$ cat src/rtl/hazard_ctrl_pkg.sv
// Shared encodings and sizing for the pipeline hazard controller.
package hazard_ctrl_pkg;

   localparam int unsigned REG_W            = 2;
   localparam int unsigned CNT_W            = 3;
   localparam int unsigned DRAIN_CYCLES_DEF = 2;

   typedef enum logic [1:0] {
      ST_RUN    = 2'd0,
      ST_DRAIN  = 2'd1,
      ST_INJECT = 2'd2
   } state_e;

endpackage : hazard_ctrl_pkg

$ cat src/rtl/hazard_ctrl_lu_detect.sv
// Load-use hazard detect: decode source matches a load's destination in execute.
module lu_detect
   import hazard_ctrl_pkg::*;
(
   input  logic [REG_W-1:0] id_ra_i,
   input  logic [REG_W-1:0] id_rb_i,
   input  logic             id_use_ra_i,
   input  logic             id_use_rb_i,
   input  logic [REG_W-1:0] ex_rd_i,
   input  logic             ex_rw_i,
   input  logic             ex_mr_i,
   output logic             lu_o
);

   logic hit_a;
   logic hit_b;

   assign hit_a = id_use_ra_i && (id_ra_i == ex_rd_i);
   assign hit_b = id_use_rb_i && (id_rb_i == ex_rd_i);
   assign lu_o  = ex_mr_i && ex_rw_i && (hit_a || hit_b);

endmodule : lu_detect

$ cat src/rtl/hazard_ctrl.sv
// Pipeline stall/flush/inject control: load-use bubbles, taken-branch flushes,
// memory-wait freezes and interrupt drain-then-inject sequencing.
module hazard_ctrl
   import hazard_ctrl_pkg::*;
#(
   parameter int unsigned DRAIN_CYCLES = DRAIN_CYCLES_DEF
) (
   input  logic             clk,
   input  logic             reset,
   input  logic [REG_W-1:0] id_ra,
   input  logic [REG_W-1:0] id_rb,
   input  logic             id_use_ra,
   input  logic             id_use_rb,
   input  logic [REG_W-1:0] ex_rd,
   input  logic             ex_RW,
   input  logic             ex_MR,
   input  logic             br_taken,
   input  logic             mem_busy,
   input  logic             intr,
   output logic             pc_ld,
   output logic             f_d_ld,
   output logic             d_ex_ld,
   output logic             ex_m_ld,
   output logic             f_d_flush,
   output logic             d_ex_flush,
   output logic             intr_inject,
   output logic             intr_ack,
   output logic [1:0]       state
);

   state_e           state_q, state_d;
   logic [CNT_W-1:0] cnt_q, cnt_d;
   logic             pend_q, pend_d;
   logic             ack_q, ack_d;
   logic             lu;

   lu_detect u_lu_detect (
      .id_ra_i     (id_ra),
      .id_rb_i     (id_rb),
      .id_use_ra_i (id_use_ra),
      .id_use_rb_i (id_use_rb),
      .ex_rd_i     (ex_rd),
      .ex_rw_i     (ex_RW),
      .ex_mr_i     (ex_MR),
      .lu_o        (lu)
   );

   // Next-state and per-cycle latch controls, priority mem_busy > branch > load-use > FSM.
   always_comb begin
      state_d     = state_q;
      cnt_d       = cnt_q;
      pend_d      = pend_q | intr;
      ack_d       = 1'b0;
      pc_ld       = 1'b0;
      f_d_ld      = 1'b0;
      d_ex_ld     = 1'b0;
      ex_m_ld     = 1'b0;
      f_d_flush   = 1'b0;
      d_ex_flush  = 1'b0;
      intr_inject = 1'b0;

      if (mem_busy) begin
         // whole pipeline frozen; only the pending request is captured
      end else if (br_taken) begin
         pc_ld      = 1'b1;
         f_d_ld     = 1'b1;
         d_ex_ld    = 1'b1;
         ex_m_ld    = 1'b1;
         f_d_flush  = 1'b1;
         d_ex_flush = 1'b1;
         if (state_q == ST_DRAIN) begin
            if (cnt_q <= CNT_W'(1)) state_d = ST_INJECT;
            else                    cnt_d   = cnt_q - CNT_W'(1);
         end else if (state_q == ST_INJECT) begin
            state_d = ST_DRAIN;
            cnt_d   = CNT_W'(DRAIN_CYCLES);
         end
      end else if (lu) begin
         d_ex_ld    = 1'b1;
         ex_m_ld    = 1'b1;
         d_ex_flush = 1'b1;
      end else begin
         unique case (state_q)
            ST_RUN: begin
               pc_ld   = 1'b1;
               f_d_ld  = 1'b1;
               d_ex_ld = 1'b1;
               ex_m_ld = 1'b1;
               if (intr || pend_q) begin
                  state_d = ST_DRAIN;
                  cnt_d   = CNT_W'(DRAIN_CYCLES);
                  pend_d  = 1'b0;
               end
            end
            ST_DRAIN: begin
               f_d_ld    = 1'b1;
               d_ex_ld   = 1'b1;
               ex_m_ld   = 1'b1;
               f_d_flush = 1'b1;
               if (cnt_q <= CNT_W'(1)) state_d = ST_INJECT;
               else                    cnt_d   = cnt_q - CNT_W'(1);
            end
            ST_INJECT: begin
               f_d_ld      = 1'b1;
               d_ex_ld     = 1'b1;
               ex_m_ld     = 1'b1;
               intr_inject = 1'b1;
               state_d     = ST_RUN;
               ack_d       = 1'b1;
            end
            default: state_d = ST_RUN;
         endcase
      end

      // pipeline held cleared while reset is asserted
      if (reset) begin
         pc_ld       = 1'b0;
         f_d_ld      = 1'b0;
         d_ex_ld     = 1'b0;
         ex_m_ld     = 1'b0;
         f_d_flush   = 1'b1;
         d_ex_flush  = 1'b1;
         intr_inject = 1'b0;
      end
   end

   always_ff @(posedge clk or posedge reset) begin
      if (reset) begin
         state_q <= ST_RUN;
         cnt_q   <= '0;
         pend_q  <= 1'b0;
         ack_q   <= 1'b0;
      end else begin
         state_q <= state_d;
         cnt_q   <= cnt_d;
         pend_q  <= pend_d;
         ack_q   <= ack_d;
      end
   end

   assign intr_ack = ack_q;
   assign state    = state_q;

endmodule : hazard_ctrl
$ cat config.mk
export PLATFORM = sky130hd
export DESIGN_NAME = hazard_ctrl
export DESIGN_NICKNAME = d
export VERILOG_FILES = /design/src/rtl/hazard_ctrl_pkg.sv /design/src/rtl/hazard_ctrl_lu_detect.sv /design/src/rtl/hazard_ctrl.sv
export SDC_FILE = /design/constraint.sdc
export NUM_CORES = 1
export LEC_CHECK = 0
export CAP_MARGIN = 10
export CORE_MARGIN = 5
export CORE_UTILIZATION = 41
export DETAILED_ROUTE_END_ITERATION = 16
export PLACE_DENSITY = 0.89
export REMOVE_ABC_BUFFERS = 1
export SYNTH_ARGS = -nofsm -noshare
export SYNTH_HDL_FRONTEND = slang
export SYNTH_SLANG_ARGS = --single-unit
$ cat constraint.sdc
create_clock -name clk -period 2.15 [get_ports clk]
set_clock_uncertainty 0.2 [all_clocks]
set_input_delay 0.215 -clock clk [delete_from_list [all_inputs] [get_ports clk]]
set_output_delay 0.215 -clock clk [all_outputs]
set_load 0.005 [all_outputs]
logic_types.png
Drawn at 10 px/um.
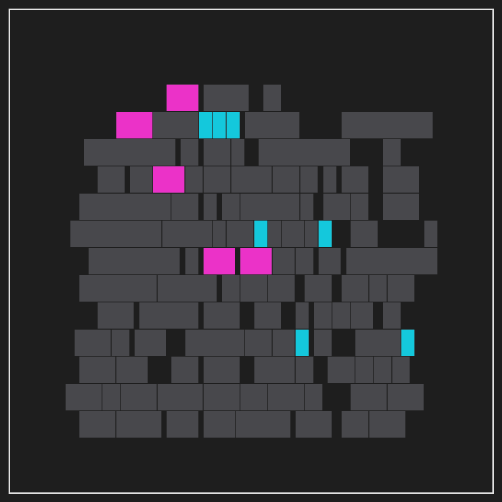
Key: AND-OR and OR-AND gates = magenta [cells 5]; inverters = cyan [cells 7, most used inv_1]
most instantiated logic cell after routing: buf_4
post-route insts no fill: 126
logic gate fraction of the total cell area: 0.420

layer_met3.png
Drawn at 6 px/um.
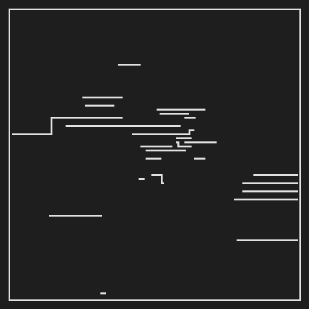
The wires run mostly horizontal. The longest straight run is 18.9 um. 21 nets have wire on it. The layer holds 8.1% of the routed length. The layer carries 163 um of wire.

sizes.png
Drawn at 10 px/um.
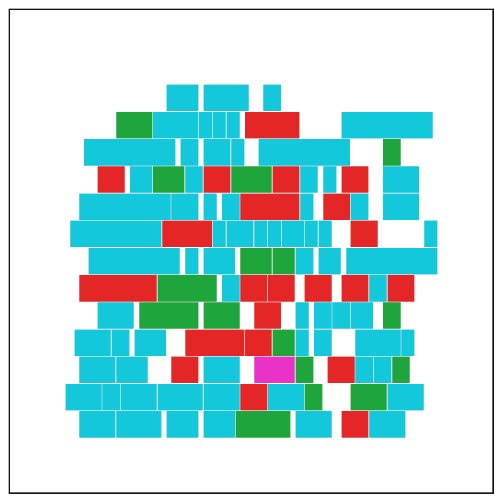
Key: _0 and _1 cells = cyan [cells 72, share 65%, most used clkdlybuf4s50_1]; _3 and _4 cells = red [cells 22, share 20%, most used buf_4]; _2 cells = green [cells 16, share 14%, most used clkbuf_2]; _6 and larger = magenta [cells 1, share 0.90%, most used buf_6]

==> CHANGELOG.md <==
### Physical design

- Status: complete, no violations
- RR Endpoint: cnt_q[1]
- Max-Cap Viols: 0
- Crit path depth: 8
- Clk_lat worst skew: 260 ps
- Slew margin rel.: 0.690
- Maximum VDD drop: 0.718 mV
- Total GRT Usage: 0.191
- P_leak: 0.499 nW
- Clk pwr: 0.000120 W
- Die Wd: 48.2 um
- Met3 wire length: 163 um
- # nets final: 129
- Number of flip-flops in the largest register: 3
- Final instance area: 1010 um2
- P_int: 0.000493 W
- Proportion of layout cells with a drive suffix above 1: 0.351
- Clock Path Buffers: 2
- Initial core utilization: 0.449
- Root Buffer: clkbuf_4
- Cell Type Count: 30
- Crit path to: f_d_ld
- Worst path arrival time: 1710 ps
- Die ar.: 2330 um2
- Met2 WL: 1020 um
- Io pins: 25
- Fin Hold WS: 222 ps
- MUX area fraction: 0.0251
- RSZ-0062 raised after global routing: true
- Worst Path Class, Setup: input port to primary output
- GRT Residual Overflow: 0
- Cells after Synth: 72
- Log Warnings: 28
- Fmax: 0.471 GHz
- Chip height: 48.2 um
- Cell type with the largest total area: dfrtp_1
- Worst slew pin tran: 465 ps
- Largest net degree at the start of global routing: 12
- CP max stage delay: 470 ps
- Post-synthesis chip area from yosys: 599 um2
- First-pass GRT wire length: 3060 um
- CP required: 1740 ps
Power is estimated from default activity; no workload was simulated.
